## src/rtl/vis_stream_packer.sv

```systemverilog
`default_nettype none
// ============================================================================
//  Module   : vis_stream_packer
//  Purpose  : Packs correlator visibility words (real/imag pairs) into framed
//             byte packets on an 8-bit AXI4-Stream. Each packet is a 4-byte
//             header (MAGIC high, MAGIC low, seq low, seq high) followed by
//             the little-endian real then imaginary bytes of every word.
//             A packet closes on s_last or after MAX_WORDS words; in the
//             second case trunc_o pulses. The remainder of that frame then
//             starts a new packet.
//  Ports    : bus_clock / bus_reset      clock, async active-high reset
//             s_valid/s_ready/s_last     correlator word handshake
//             s_revis/s_imvis            real / imaginary components
//             m_tvalid/m_tready          AXI-S byte handshake
//             m_tlast/m_tdata            AXI-S last flag and byte
//             seq_o                      sequence number of next packet
//             trunc_o                    pulse on the beat closing a
//                                        truncated packet
//  Revision : 1.0 - initial release
// ============================================================================
module vis_stream_packer #(
   parameter int          ACCUM     = 32,
   parameter int          MAX_WORDS = 256,
   parameter logic [15:0] MAGIC     = 16'hA55A
) (
   input  logic             bus_clock,
   input  logic             bus_reset,
   input  logic             s_valid,
   output logic             s_ready,
   input  logic             s_last,
   input  logic [ACCUM-1:0] s_revis,
   input  logic [ACCUM-1:0] s_imvis,
   output logic             m_tvalid,
   input  logic             m_tready,
   output logic             m_tlast,
   output logic [7:0]       m_tdata,
   output logic [15:0]      seq_o,
   output logic             trunc_o
);

   localparam int NB = 2 * ACCUM / 8;            // bytes per word
   localparam int BW = $clog2(NB);
   localparam int CW = $clog2(MAX_WORDS + 1);
   // The first byte of a word goes straight to m_tdata, so the shift
   // register only needs to hold the remaining NB-1 bytes.
   localparam int SW = 2 * ACCUM - 8;

   localparam logic [BW-1:0] LAST_BYTE = BW'(NB - 1);
   localparam logic [CW-1:0] MAX_CNT   = CW'(MAX_WORDS);

   typedef enum logic [1:0] {
      IDLE = 2'd0,
      HEAD = 2'd1,
      LOAD = 2'd2,
      SEND = 2'd3
   } state_t;

   state_t          state;
   logic [1:0]      hdr_idx;
   logic [SW-1:0]   shreg;
   logic            last_word;
   logic [BW-1:0]   byte_idx;
   logic [CW-1:0]   word_cnt;
   logic [15:0]     seq;

   logic            accept;
   logic            closing;
   logic            final_beat;

   function automatic logic [7:0] hdr_byte(input logic [1:0] idx, input logic [15:0] sq);
      logic [7:0] b;
      case (idx)
         2'd0:    b = MAGIC[15:8];
         2'd1:    b = MAGIC[7:0];
         2'd2:    b = sq[7:0];
         default: b = sq[15:8];
      endcase
      return b;
   endfunction

   assign accept     = m_tvalid & m_tready;
   // word_cnt already counts the word being sent, so this is the packet
   // closing condition for the current word.
   assign closing    = last_word | (word_cnt == MAX_CNT);
   assign final_beat = (state == SEND) & accept & (byte_idx == LAST_BYTE);

   assign s_ready = (state == LOAD);
   assign seq_o   = seq;
   assign trunc_o = final_beat & ~last_word & (word_cnt == MAX_CNT);

   always_ff @(posedge bus_clock or posedge bus_reset) begin
      if (bus_reset) begin
         state     <= IDLE;
         hdr_idx   <= 2'd0;
         shreg     <= '0;
         last_word <= 1'b0;
         byte_idx  <= '0;
         word_cnt  <= '0;
         seq       <= 16'd0;
         m_tvalid  <= 1'b0;
         m_tlast   <= 1'b0;
         m_tdata   <= 8'd0;
      end else begin
         case (state)
            IDLE: begin
               // The pending word is left on the bus; it is taken in LOAD
               // once the header has gone out.
               if (s_valid) begin
                  state    <= HEAD;
                  hdr_idx  <= 2'd0;
                  m_tvalid <= 1'b1;
                  m_tlast  <= 1'b0;
                  m_tdata  <= hdr_byte(2'd0, seq);
               end
            end

            HEAD: begin
               if (accept) begin
                  if (hdr_idx == 2'd3) begin
                     state    <= LOAD;
                     m_tvalid <= 1'b0;
                     m_tdata  <= 8'd0;
                  end else begin
                     hdr_idx <= hdr_idx + 2'd1;
                     m_tdata <= hdr_byte(hdr_idx + 2'd1, seq);
                  end
               end
            end

            LOAD: begin
               if (s_valid) begin
                  state     <= SEND;
                  shreg     <= {s_imvis, s_revis[ACCUM-1:8]};
                  last_word <= s_last;
                  word_cnt  <= word_cnt + CW'(1);
                  byte_idx  <= '0;
                  m_tvalid  <= 1'b1;
                  m_tlast   <= 1'b0;
                  m_tdata   <= s_revis[7:0];
               end
            end

            SEND: begin
               if (accept) begin
                  if (byte_idx == LAST_BYTE) begin
                     m_tvalid <= 1'b0;
                     m_tlast  <= 1'b0;
                     m_tdata  <= 8'd0;
                     if (closing) begin
                        state    <= IDLE;
                        seq      <= seq + 16'd1;
                        word_cnt <= '0;
                     end else begin
                        state <= LOAD;
                     end
                  end else begin
                     byte_idx <= byte_idx + BW'(1);
                     m_tdata  <= shreg[7:0];
                     shreg    <= shreg >> 8;
                     m_tlast  <= ((byte_idx + BW'(1)) == LAST_BYTE) & closing;
                  end
               end
            end

            default: state <= IDLE;
         endcase
      end
   end

endmodule
`default_nettype wire

```

## config.mk

```make
export PLATFORM = sky130hd
export DESIGN_NAME = vis_stream_packer
export DESIGN_NICKNAME = d
export VERILOG_FILES = /design/src/rtl/vis_stream_packer.sv
export SDC_FILE = /design/constraint.sdc
export NUM_CORES = 1
export LEC_CHECK = 0
export CAP_MARGIN = 20
export CELL_PAD_IN_SITES_DETAIL_PLACEMENT = 1
export CELL_PAD_IN_SITES_GLOBAL_PLACEMENT = 1
export CORE_ASPECT_RATIO = 1.2
export CORE_MARGIN = 5
export CORE_UTILIZATION = 40
export DETAILED_ROUTE_END_ITERATION = 6
export PLACE_DENSITY = 0.79
export SLEW_MARGIN = 20
export SYNTH_ARGS = -nofsm -noshare
export SYNTH_HDL_FRONTEND = slang
export SYNTH_SLANG_ARGS = --single-unit
export TNS_END_PERCENT = 1
```

## constraint.sdc

```tcl
create_clock -name bus_clock -period 3.6 [get_ports bus_clock]
set_input_delay 0.54 -clock bus_clock [delete_from_list [all_inputs] [get_ports bus_clock]]
set_output_delay 0.54 -clock bus_clock [all_outputs]
set_load 0.01 [all_outputs]
```

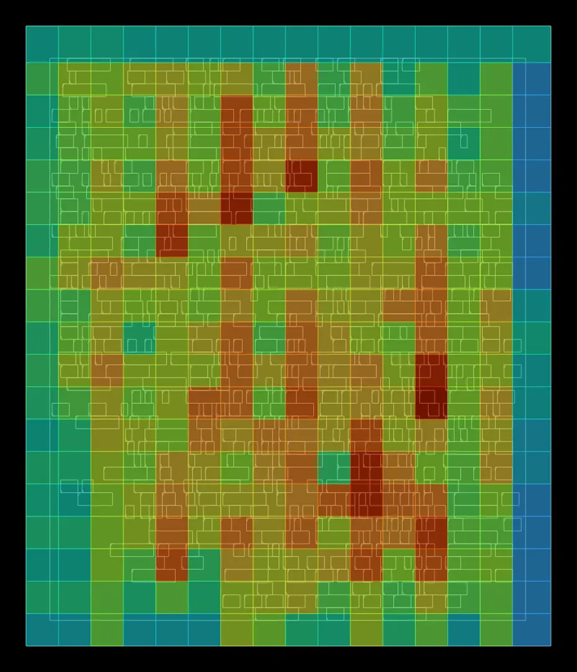
**Above:** run 1 (routing congestion).
met1 demand-to-capacity share in global routing: 22.77%
post-layout util: 52.57%
gr busiest metal: met2
Tot GR Track Use: 18.19%

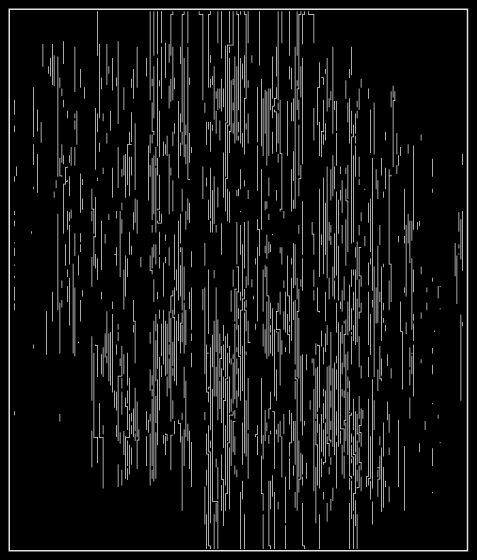
**Above:** run 1 (met2 routing).
- longest straight run: 39.4 um
- share of all routed wire: 51%
- nets with wire on the layer: 590
- wire length on this layer: 6740 um
GR Util met2: 31.37%
total number of vias: 4077
final wirelength: 13.11 mm

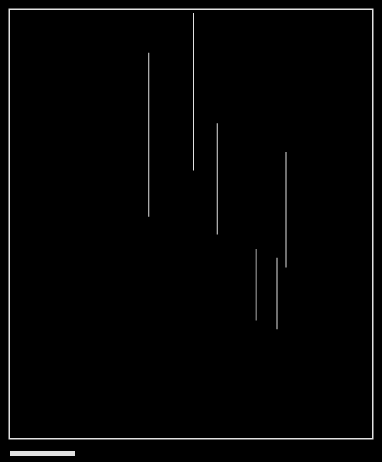
**Above:** run 1 (metal 4).
Bar = 20 um.
- longest straight run: 50.3 um
- main direction: vertical
- share of all routed wire: 1.6%
- wire length on this layer: 212 um
- nets with wire on the layer: 5

[run 1: area by class of cell]
type	count	area share, %
clock buffer	11	3.812
clock inverter	5	0.8253
inverter	10	0.6288
multi-input combinational	376	36.51
sequential	99	38.91
tap	161	3.164
timing repair buffer	100	16.15
[run 1: sequential cells by signal, indices dropped and copies added, names as in the netlist]
name,cells
word_cnt,9
state,2
m_tvalid,1
hdr_idx,2
m_tlast,1
seq_o,16
last_word,1
m_tdata,8
byte_idx,3
shreg,56
[run 1: worst max-delay path, cell delays in order, from the launching register on]
cell and delay (ns):
sky130_fd_sc_hd__dfrtp_1 0.43, sky130_fd_sc_hd__nor4_2 0.46, sky130_fd_sc_hd__nand4_1 0.16, sky130_fd_sc_hd__nor4_1 0.34, sky130_fd_sc_hd__clkdlybuf4s50_1 0.61
[run 1: worst max path at each step]
stage | slack, ns | to | start | cells after the start
floorplan | 0.47 | byte_idx[0] | bus_reset | 1
global route | 0.52 | trunc_o | word_cnt[5] | 4
detailed placement | 0.91 | shreg[24] | s_valid | 6
finish | 0.73 | trunc_o | word_cnt[5] | 4
global placement | 0.94 | trunc_o | m_tready | 4
CTS | 0.73 | trunc_o | word_cnt[5] | 4
[run 1: layout by cell type, fill, tap and decap left out, drive strengths merged, types with 3 or more instances in the layout]
cell | Yosys | final
inv | 9 | 9
nor2b | 8 | 8
clkinv | 1 | 4
o21a | 3 | 3
a21oi | 20 | 20
nand3 | 16 | 16
nand2 | 100 | 100
a22oi | 4 | 4
o21ai | 75 | 75
nor3 | 6 | 6
nand4 | 9 | 9
clkbuf | 9 | 11
buf | 18 | 4
mux2i | 49 | 49
nor2 | 13 | 13
dfrtp | 99 | 99
clkdlybuf4s50 | 0 | 96
ha | 12 | 12
and3 | 13 | 13
xnor2 | 15 | 15
a22o | 3 | 3
a31oi | 6 | 6
[run 1: kinds of logic (layout without fill, tap and decap cells)]
| family | after synthesis | after routing | share of synthesized area, % |
|---|---|---|---|
| flops | 99 | 99 | 49.95 |
| fa+ha+maj | 12 | 12 | 3.027 |
| mux | 51 | 51 | 10.34 |
| buf+inv | 37 | 126 | 3.506 |
| simple gates | 174 | 174 | 16.17 |
| compound gates | 124 | 124 | 14.35 |
| xor+xnor | 15 | 15 | 2.649 |
[run 1: report_power, final]
group | total [mW] | switching [mW] | internal (mW)
logic | 1.78 | 0.998 | 0.779
clock network | 0.971 | 0.416 | 0.555
registers | 1.72 | 0.266 | 1.45
total | 4.47 | 1.68 | 2.79
[run 1: layer usage]
metal	routed length [um]	vias up	part of all wire, %
li1	-	1964	-
met3	484	14	3.7
met2	6737	73	51
met5	0	-	0
met1	5680	2026	43
met4	211	0	1.6
==> Implementation_results.wiki, run 1 <==
== Run summary ==
{| class="wikitable"
! Metric !! Value
|-
| CTS H-tree lvls || 3
|-
| Share of async-settable or async-resettable flops after synthesis || 100.0%
|-
| Routability Congestion || 0.8286
|-
| Total cells reported by yosys after synthesis || 512
|-
| Mean area per synthesized cell || 9.687 um^2
|-
| Minimum setup slack in the final design || 0.7287 ns
|-
| R2R Path Start || state[0]
|-
| Hold Path Class || reg2reg
|-
| Worst setup timing slack at the placement stage || 0.9126 ns
|-
| Count of boundary I/O pins || 97
|-
| Upper clock frequency limit || 348.3 MHz
|-
| Cell Pwr Density || 701.6 nW/um^2
|-
| CTS Root Cell || sky130_fd_sc_hd__clkbuf_16
|-
| Leading cell types by total area after synthesis || sky130_fd_sc_hd__dfrtp_1 (50%), sky130_fd_sc_hd__mux2i_1 (9.9%), sky130_fd_sc_hd__nand2_1 (7.6%), sky130_fd_sc_hd__o21ai_0 (7.1%), sky130_fd_sc_hd__ha_1 (3.0%)
|-
| Most used standard cell by instance count after synthesis || sky130_fd_sc_hd__nand2_1
|-
| Die Wd || 111.7 um
|-
| Final design area excluding fillers || 6367 um^2
|-
| Antenna violations before repair || 0
|-
| Worst Path Max Fanout || 5
|-
| TritonCTS clock tree || done
|-
| Wire per inst || 17.21 um
|-
| Area of the core region || 12110 um^2
|-
| Max-slew headroom at the worst pin || 38.88%
|-
| Power consumption || 4.467 mW
|-
| Hold Crit Endpoint || shreg[10]
|-
| Final hold vios || 0
|-
| Run status || finished clean
|-
| Synth Register Bits || 99
|-
| Max-slew violation total from the final report || 0
|-
| Number of distinct library cells after synthesis || 44
|-
| ANT cells || 0
|-
| Fin Clk Skew || 0.005844 ns
|-
| Multi-input logic area || 2325 um^2
|-
| Drt first-iter violations || 174
|-
| Floorplan die height || 132.0 um
|-
| HP Start || shreg[10]
|-
| Number of buffer cells added on primary ports || 96
|-
| Sequential cell area in the final layout || 2477 um^2
|-
| GRT met3 Usage || 3.949%
|-
| Finished Layout Cells || 762
|-
| # clock sinks || 99
|-
| Synthesized Nets || 593
|-
| Vias per cell || 5.350
|-
| Data arrival at the endpoint of the critical path || 2.33 ns
|-
| Nets@finish || 677
|-
| Top-area cell type share of the netlist area || 49.95%
|-
| Inserted Clock Buffers || 9
|-
| Hold-fix buffers at CTS || 0
|-
| Placement Cell Area || 6072 um^2
|}
==> run 2: changes to the inputs <==
--- a/config.mk
+++ b/config.mk
@@ -10,9 +10,9 @@
 export CELL_PAD_IN_SITES_GLOBAL_PLACEMENT = 1
 export CORE_ASPECT_RATIO = 1.2
 export CORE_MARGIN = 5
-export CORE_UTILIZATION = 40
+export CORE_UTILIZATION = 36
 export DETAILED_ROUTE_END_ITERATION = 6
-export PLACE_DENSITY = 0.79
+export PLACE_DENSITY = 0.75
 export SLEW_MARGIN = 20
 export SYNTH_ARGS = -nofsm -noshare
 export SYNTH_HDL_FRONTEND = slang
==> constraint.sdc (replaced) <==
create_clock -name bus_clock -period 2.52 [get_ports bus_clock]
set_input_delay 0.378 -clock bus_clock [delete_from_list [all_inputs] [get_ports bus_clock]]
set_output_delay 0.378 -clock bus_clock [all_outputs]
set_load 0.01 [all_outputs]
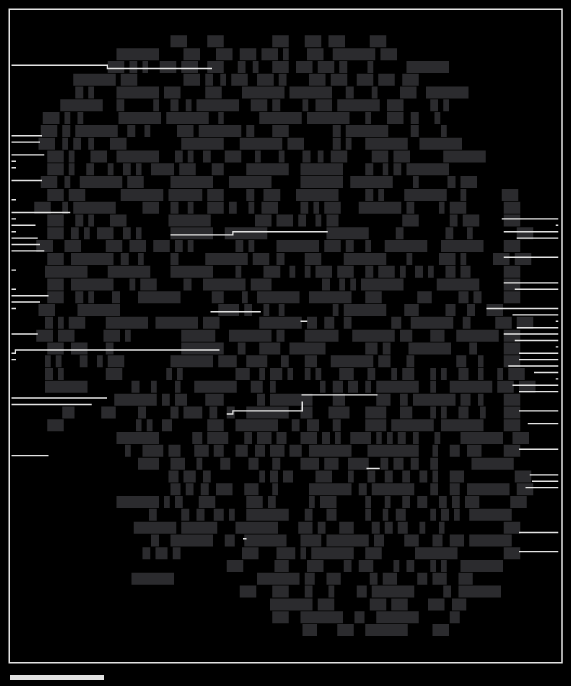
**Above:** run 2 (M3 wires).
Bar = 20 um. Cells faint in the background.
- main direction: horizontal
- wire length on this layer: 521 um
final wirelength: 12.73 mm
GRT met3 Usage: 3.012%
total number of vias: 3985

==> Implementation_results.wiki, run 2 <==
== Run summary ==
{| class="wikitable"
! Metric !! Value
|-
| Run status || finished clean
|-
| Share of async-settable or async-resettable flops after synthesis || 100.0%
|-
| Max-slew violation total from the final report || 0
|-
| Floorplan die height || 138.6 um
|-
| Switching portion of total power || 37.47%
|-
| Routability Congestion || 0.8104
|-
| Clock share of power || 22.6%
|-
| Vias per cell || 5.122
|-
| Die Wd || 117.2 um
|-
| Mean area per synthesized cell || 9.687 um^2
|-
| Wire per inst || 16.36 um
|-
| Max FFs per register || 56
|-
| Worst Path Max Fanout || 19
|-
| Data arrival at the endpoint of the critical path || 1.92 ns
|-
| Leading cell types in the layout, fill and taps excluded || sky130_fd_sc_hd__nand2_1 (99), sky130_fd_sc_hd__dfrtp_1 (99), sky130_fd_sc_hd__clkdlybuf4s50_1 (95)
|-
| Number of distinct library cells after synthesis || 44
|-
| Register name with the most flops || shreg
|-
| Cell internal power dissipation || 3.999 mW
|-
| Combined buffer and inverter count along the critical path || 2
|-
| Most used standard cell by instance count after synthesis || sky130_fd_sc_hd__nand2_1
|-
| Upper clock frequency limit || 435.5 MHz
|-
| Number of buffer cells added on primary ports || 96
|-
| CTS H-tree lvls || 3
|-
| Tot GR Track Use || 16.16%
|-
| Leading cell types by total area after synthesis || sky130_fd_sc_hd__dfrtp_1 (50%), sky130_fd_sc_hd__mux2i_1 (9.9%), sky130_fd_sc_hd__nand2_1 (7.6%), sky130_fd_sc_hd__o21ai_0 (7.1%), sky130_fd_sc_hd__ha_1 (3.0%)
|-
| Power dissipated by switching net loads || 2.397 mW
|-
| Combinational share of power || 40.0%
|-
| R2R Path Start || byte_idx[0]
|-
| ANT cells || 0
|-
| Hold Path Class || in2async
|-
| Hold-fix buffers at CTS || 0
|-
| Family of cells with the greatest summed delay on the critical path || buffers and inverters
|-
| Crit-path slowest cell || sky130_fd_sc_hd__clkdlybuf4s50_1
|-
| Drt first-iter violations || 121
|-
| Finished Layout Cells || 778
|-
| Synth Register Bits || 99
|-
| Count of boundary I/O pins || 97
|-
| Nets@finish || 683
|-
| Synthesized Nets || 593
|-
| Antenna violations before repair || 0
|-
| Max-slew headroom at the worst pin || 40.58%
|-
| TritonCTS clock tree || done
|}
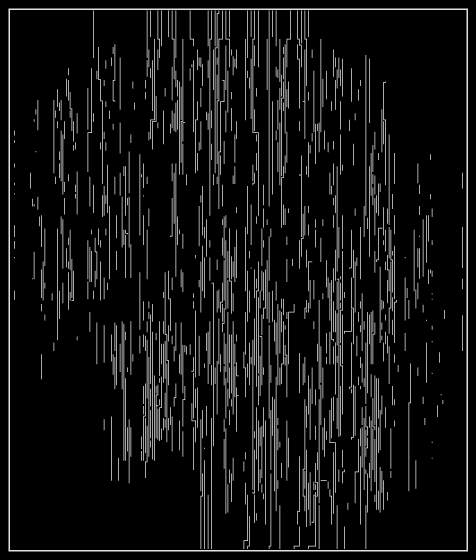
**Above:** run 2 (met2 routing).
- wire length on this layer: 6490 um
- main direction: vertical
- nets with wire on the layer: 566
- longest straight run: 50.1 um
- share of all routed wire: 51%
GR Util met2: 26.97%

run 2: cell counts after synthesis:
No cell type changed its count.
run 2: cells by family (layout without fill, tap and decap cells):
family	Yosys count	count (layout)	synth area share [%]
muxes	51	51	10.34
DFF	99	99	49.95
and+or+nand+nor	174	174	16.17
xor gates and xnor gates	15	15	2.649
AOI/OAI and AO/OA	124	124	14.35
adders and majority gates	12	12	3.027
buffers and inverters	37	132	3.506
run 2: metal layers:
| layer | routed length, um | up-vias | share of wire (%) |
|---|---|---|---|
| met1 | 5587 | 1932 | 44 |
| met3 | 520 | 10 | 4.1 |
| li1 | - | 1981 | - |
| met5 | 0 | - | 0 |
| met4 | 131 | 0 | 1.0 |
| met2 | 6490 | 62 | 51 |
run 2: how the worst min path moves through the flow:
stage | startpoint | endpoint | cells past startpoint
final | bus_reset | shreg[54] | 2
after global routing | bus_reset | shreg[54] | 2
after CTS | bus_reset | shreg[28] | 2
after detailed placement | shreg[19] | shreg[19] | 2
after global placement | shreg[22] | shreg[22] | 2
after floorplan | shreg[7] | shreg[7] | 2
run 2: power by group through the flow:
stage | registers (mW) | clock network, mW | logic [mW]
2_1_floorplan | 2.35 | 0 | 1.86
3_3_place_gp | 2.40 | 0 | 2.47
3_5_place_dp | 2.43 | 0 | 2.58
4_1_cts | 2.40 | 1.47 | 2.60
5_1_grt | 2.46 | 1.55 | 2.91
6_report | 2.39 | 1.44 | 2.56
run 2: final cells by class:
class / count / area [um^2]
clock inverters: 6 / 71.32
fillers: 1563 / 7188
flip-flops and latches: 99 / 2477
well taps: 171 / 214.0
inverters: 10 / 41.29
multi-input cells: 376 / 2340
clock buffers: 10 / 239.0
repair buffers: 106 / 1072
run 2: worst reg2reg max path: stages, from the launching register on:
cell and delay, ns:
sky130_fd_sc_hd__dfrtp_1 0.40, sky130_fd_sc_hd__ha_1 0.20, sky130_fd_sc_hd__ha_1 0.18, sky130_fd_sc_hd__buf_4 0.15, sky130_fd_sc_hd__and4_1 0.22, sky130_fd_sc_hd__o21ai_0 0.12
sky130_fd_sc_hd__a21oi_1 0.44, sky130_fd_sc_hd__a31oi_1 0.17
run 2: repair_timing:
action	in CTS	in global routing
setup buffers	0	0
endpoints found under the hold margin	0	0
endpoints found under the setup margin	1	0
gates resized	3	0
run 2: metrics by stage:
step | area, um^2 | power, mW | util [%]
after detailed placement | 6131 | 5.007 | 44.94
after floorplan | 4964 | 4.220 | -
after CTS | 6455 | 6.473 | 47.31
final | 6455 | 6.396 | 47.31
after global placement | 6131 | 4.865 | 44.94
after global routing | 6455 | 6.922 | 47.31
**Run 2: the metal 1 layer**

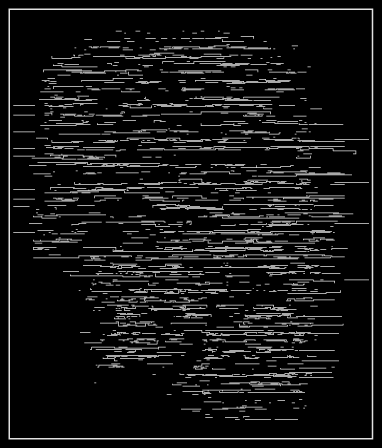

==> run 3: changes to the inputs <==
--- a/config.mk
+++ b/config.mk
@@ -10,9 +10,10 @@
 export CELL_PAD_IN_SITES_GLOBAL_PLACEMENT = 1
 export CORE_ASPECT_RATIO = 1.2
 export CORE_MARGIN = 5
-export CORE_UTILIZATION = 36
+export CORE_UTILIZATION = 37
+export CTS_BUF_LIST = sky130_fd_sc_hd__clkbuf_4
 export DETAILED_ROUTE_END_ITERATION = 6
-export PLACE_DENSITY = 0.75
+export PLACE_DENSITY = 0.76
 export SLEW_MARGIN = 20
 export SYNTH_ARGS = -nofsm -noshare
 export SYNTH_HDL_FRONTEND = slang
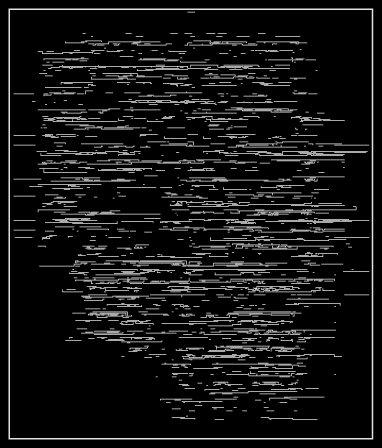
**Above:** run 3 (the metal 1 layer).
- main direction: horizontal
- longest straight run: 40.9 um
- nets with wire on the layer: 604
total number of vias: 4018
met1 demand-to-capacity share in global routing: 21.42%
final wirelength: 12.62 mm

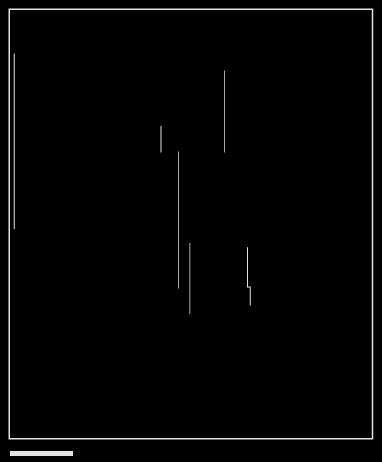
**Above:** run 3 (metal 4).
Bar = 20 um.

==> Implementation_results.wiki, run 3 <==
== Run summary ==
{| class="wikitable"
! Metric !! Value
|-
| Cell internal power dissipation || 3.402 mW
|-
| Top-area cell type share of the netlist area || 49.95%
|-
| Sequential cell area in the final layout || 2477 um^2
|-
| Upper clock frequency limit || 440.0 MHz
|-
| Portion of total power attributed to sequential cells || 41.9%
|-
| Cell Pwr Density || 922.3 nW/um^2
|-
| Adder share || 3.027%
|-
| Placement Cell Area || 6087 um^2
|-
| Leading cell types by total area after synthesis || sky130_fd_sc_hd__dfrtp_1 (50%), sky130_fd_sc_hd__mux2i_1 (9.9%), sky130_fd_sc_hd__nand2_1 (7.6%), sky130_fd_sc_hd__o21ai_0 (7.1%), sky130_fd_sc_hd__ha_1 (3.0%)
|-
| Worst Path Max Fanout || 5
|-
| Synthesized Nets || 593
|-
| Worst setup timing slack at the placement stage || 0.2367 ns
|-
| Fin Clk Skew || 0.01824 ns
|-
| Post-synth mux share || 10.34%
|-
| Antenna violations before repair || 1
|-
| Nets@finish || 681
|-
| Max-slew headroom at the worst pin || 38.18%
|-
| Combinational share of power || 44.0%
|-
| Inserted Clock Buffers || 9
|-
| Clock share of power || 14.1%
|-
| Run status || finished clean
|-
| TritonCTS clock tree || done
|-
| Vias per cell || 5.191
|-
| Compound-gate portion of the synthesized area || 14.35%
|-
| CTS Root Cell || sky130_fd_sc_hd__clkbuf_4
|-
| Number of buffer cells added on primary ports || 96
|-
| Floorplan die height || 136.8 um
|-
| Xor/xnor share || 2.649%
|-
| Routability Congestion || 0.8088
|-
| Finished Layout Cells || 774
|-
| Mean area per synthesized cell || 9.687 um^2
|-
| Switching portion of total power || 40.74%
|-
| Multi-input logic area || 2336 um^2
|-
| Hold Path Class || in2reg
|-
| Drt first-iter violations || 102
|-
| Post-layout util || 47.23%
|-
| # resized after CTS || 1
|-
| Share of async-settable or async-resettable flops after synthesis || 100.0%
|-
| # clock sinks || 99
|-
| Power consumption || 5.741 mW
|-
| Max FFs per register || 56
|-
| Area of the core region || 13180 um^2
|-
| Basic-gate share of the synthesized area counting and, or, nand and nor cells || 16.17%
|-
| Filler instances || 1542
|-
| Most used standard cell by instance count after synthesis || sky130_fd_sc_hd__nand2_1
|-
| Synth Register Bits || 99
|-
| Count of boundary I/O pins || 97
|-
| Power dissipated by switching net loads || 2.339 mW
|-
| Max-slew violation total from the final report || 0
|}
run 3: path summary, 6_finish.rpt:
kind	start	endpoint	slack, ns	cells past startpoint
worst max-delay path	word_cnt[5]	trunc_o	0.25	4
worst min-delay path	s_imvis[24]	shreg[48]	0.43	3
worst max register to register	byte_idx[0]	word_cnt[5]	0.58	6
worst min register to register	shreg[16]	shreg[16]	0.50	2
max in group asynchronous	bus_reset	byte_idx[2]	1.61	3
min in group asynchronous	bus_reset	shreg[54]	0.44	3
run 3: routing by layer:
metal | routed length (um) | global-route usage (%) | up-vias
met5 | 0 | 0 | -
met4 | 175 | 4.513 | 0
met3 | 538 | 3.361 | 14
met2 | 6308 | 28.60 | 67
met1 | 5595 | 21.42 | 1961
li1 | - | - | 1976
run 3: area by class of cell:
class | count | area share, %
sequential | 99 | 39.80
multi-input combinational | 376 | 37.53
timing repair buffer | 104 | 16.52
tap | 168 | 3.377
clock buffer | 10 | 1.206
clock inverter | 6 | 0.8643
inverter | 10 | 0.6633
antenna | 1 | 0.04020
run 3: cell families after synthesis:
kind of cell,Yosys count
buffers and inverters,37
adders and majority gates,12
muxes,51
AOI/OAI and AO/OA,124
xor gates and xnor gates,15
DFF,99
and+or+nand+nor,174
run 3: power by group through the flow:
stage / logic (mW) / clock network, mW / registers [mW]
2_1_floorplan: 1.86 / 0 / 2.35
3_3_place_gp: 2.44 / 0 / 2.41
3_5_place_dp: 2.55 / 0 / 2.45
4_1_cts: 2.56 / 0.842 / 2.41
5_1_grt: 2.85 / 0.909 / 2.48
6_report: 2.52 / 0.812 / 2.41
run 3: critical path: stages, from the launching register on:
cell,delay [ns]
sky130_fd_sc_hd__dfrtp_1,0.48
sky130_fd_sc_hd__nor4_4,0.35
sky130_fd_sc_hd__nand4_1,0.13
sky130_fd_sc_hd__nor4_1,0.27
sky130_fd_sc_hd__clkbuf_2,0.21
Power and IR drop assume default switching activity.
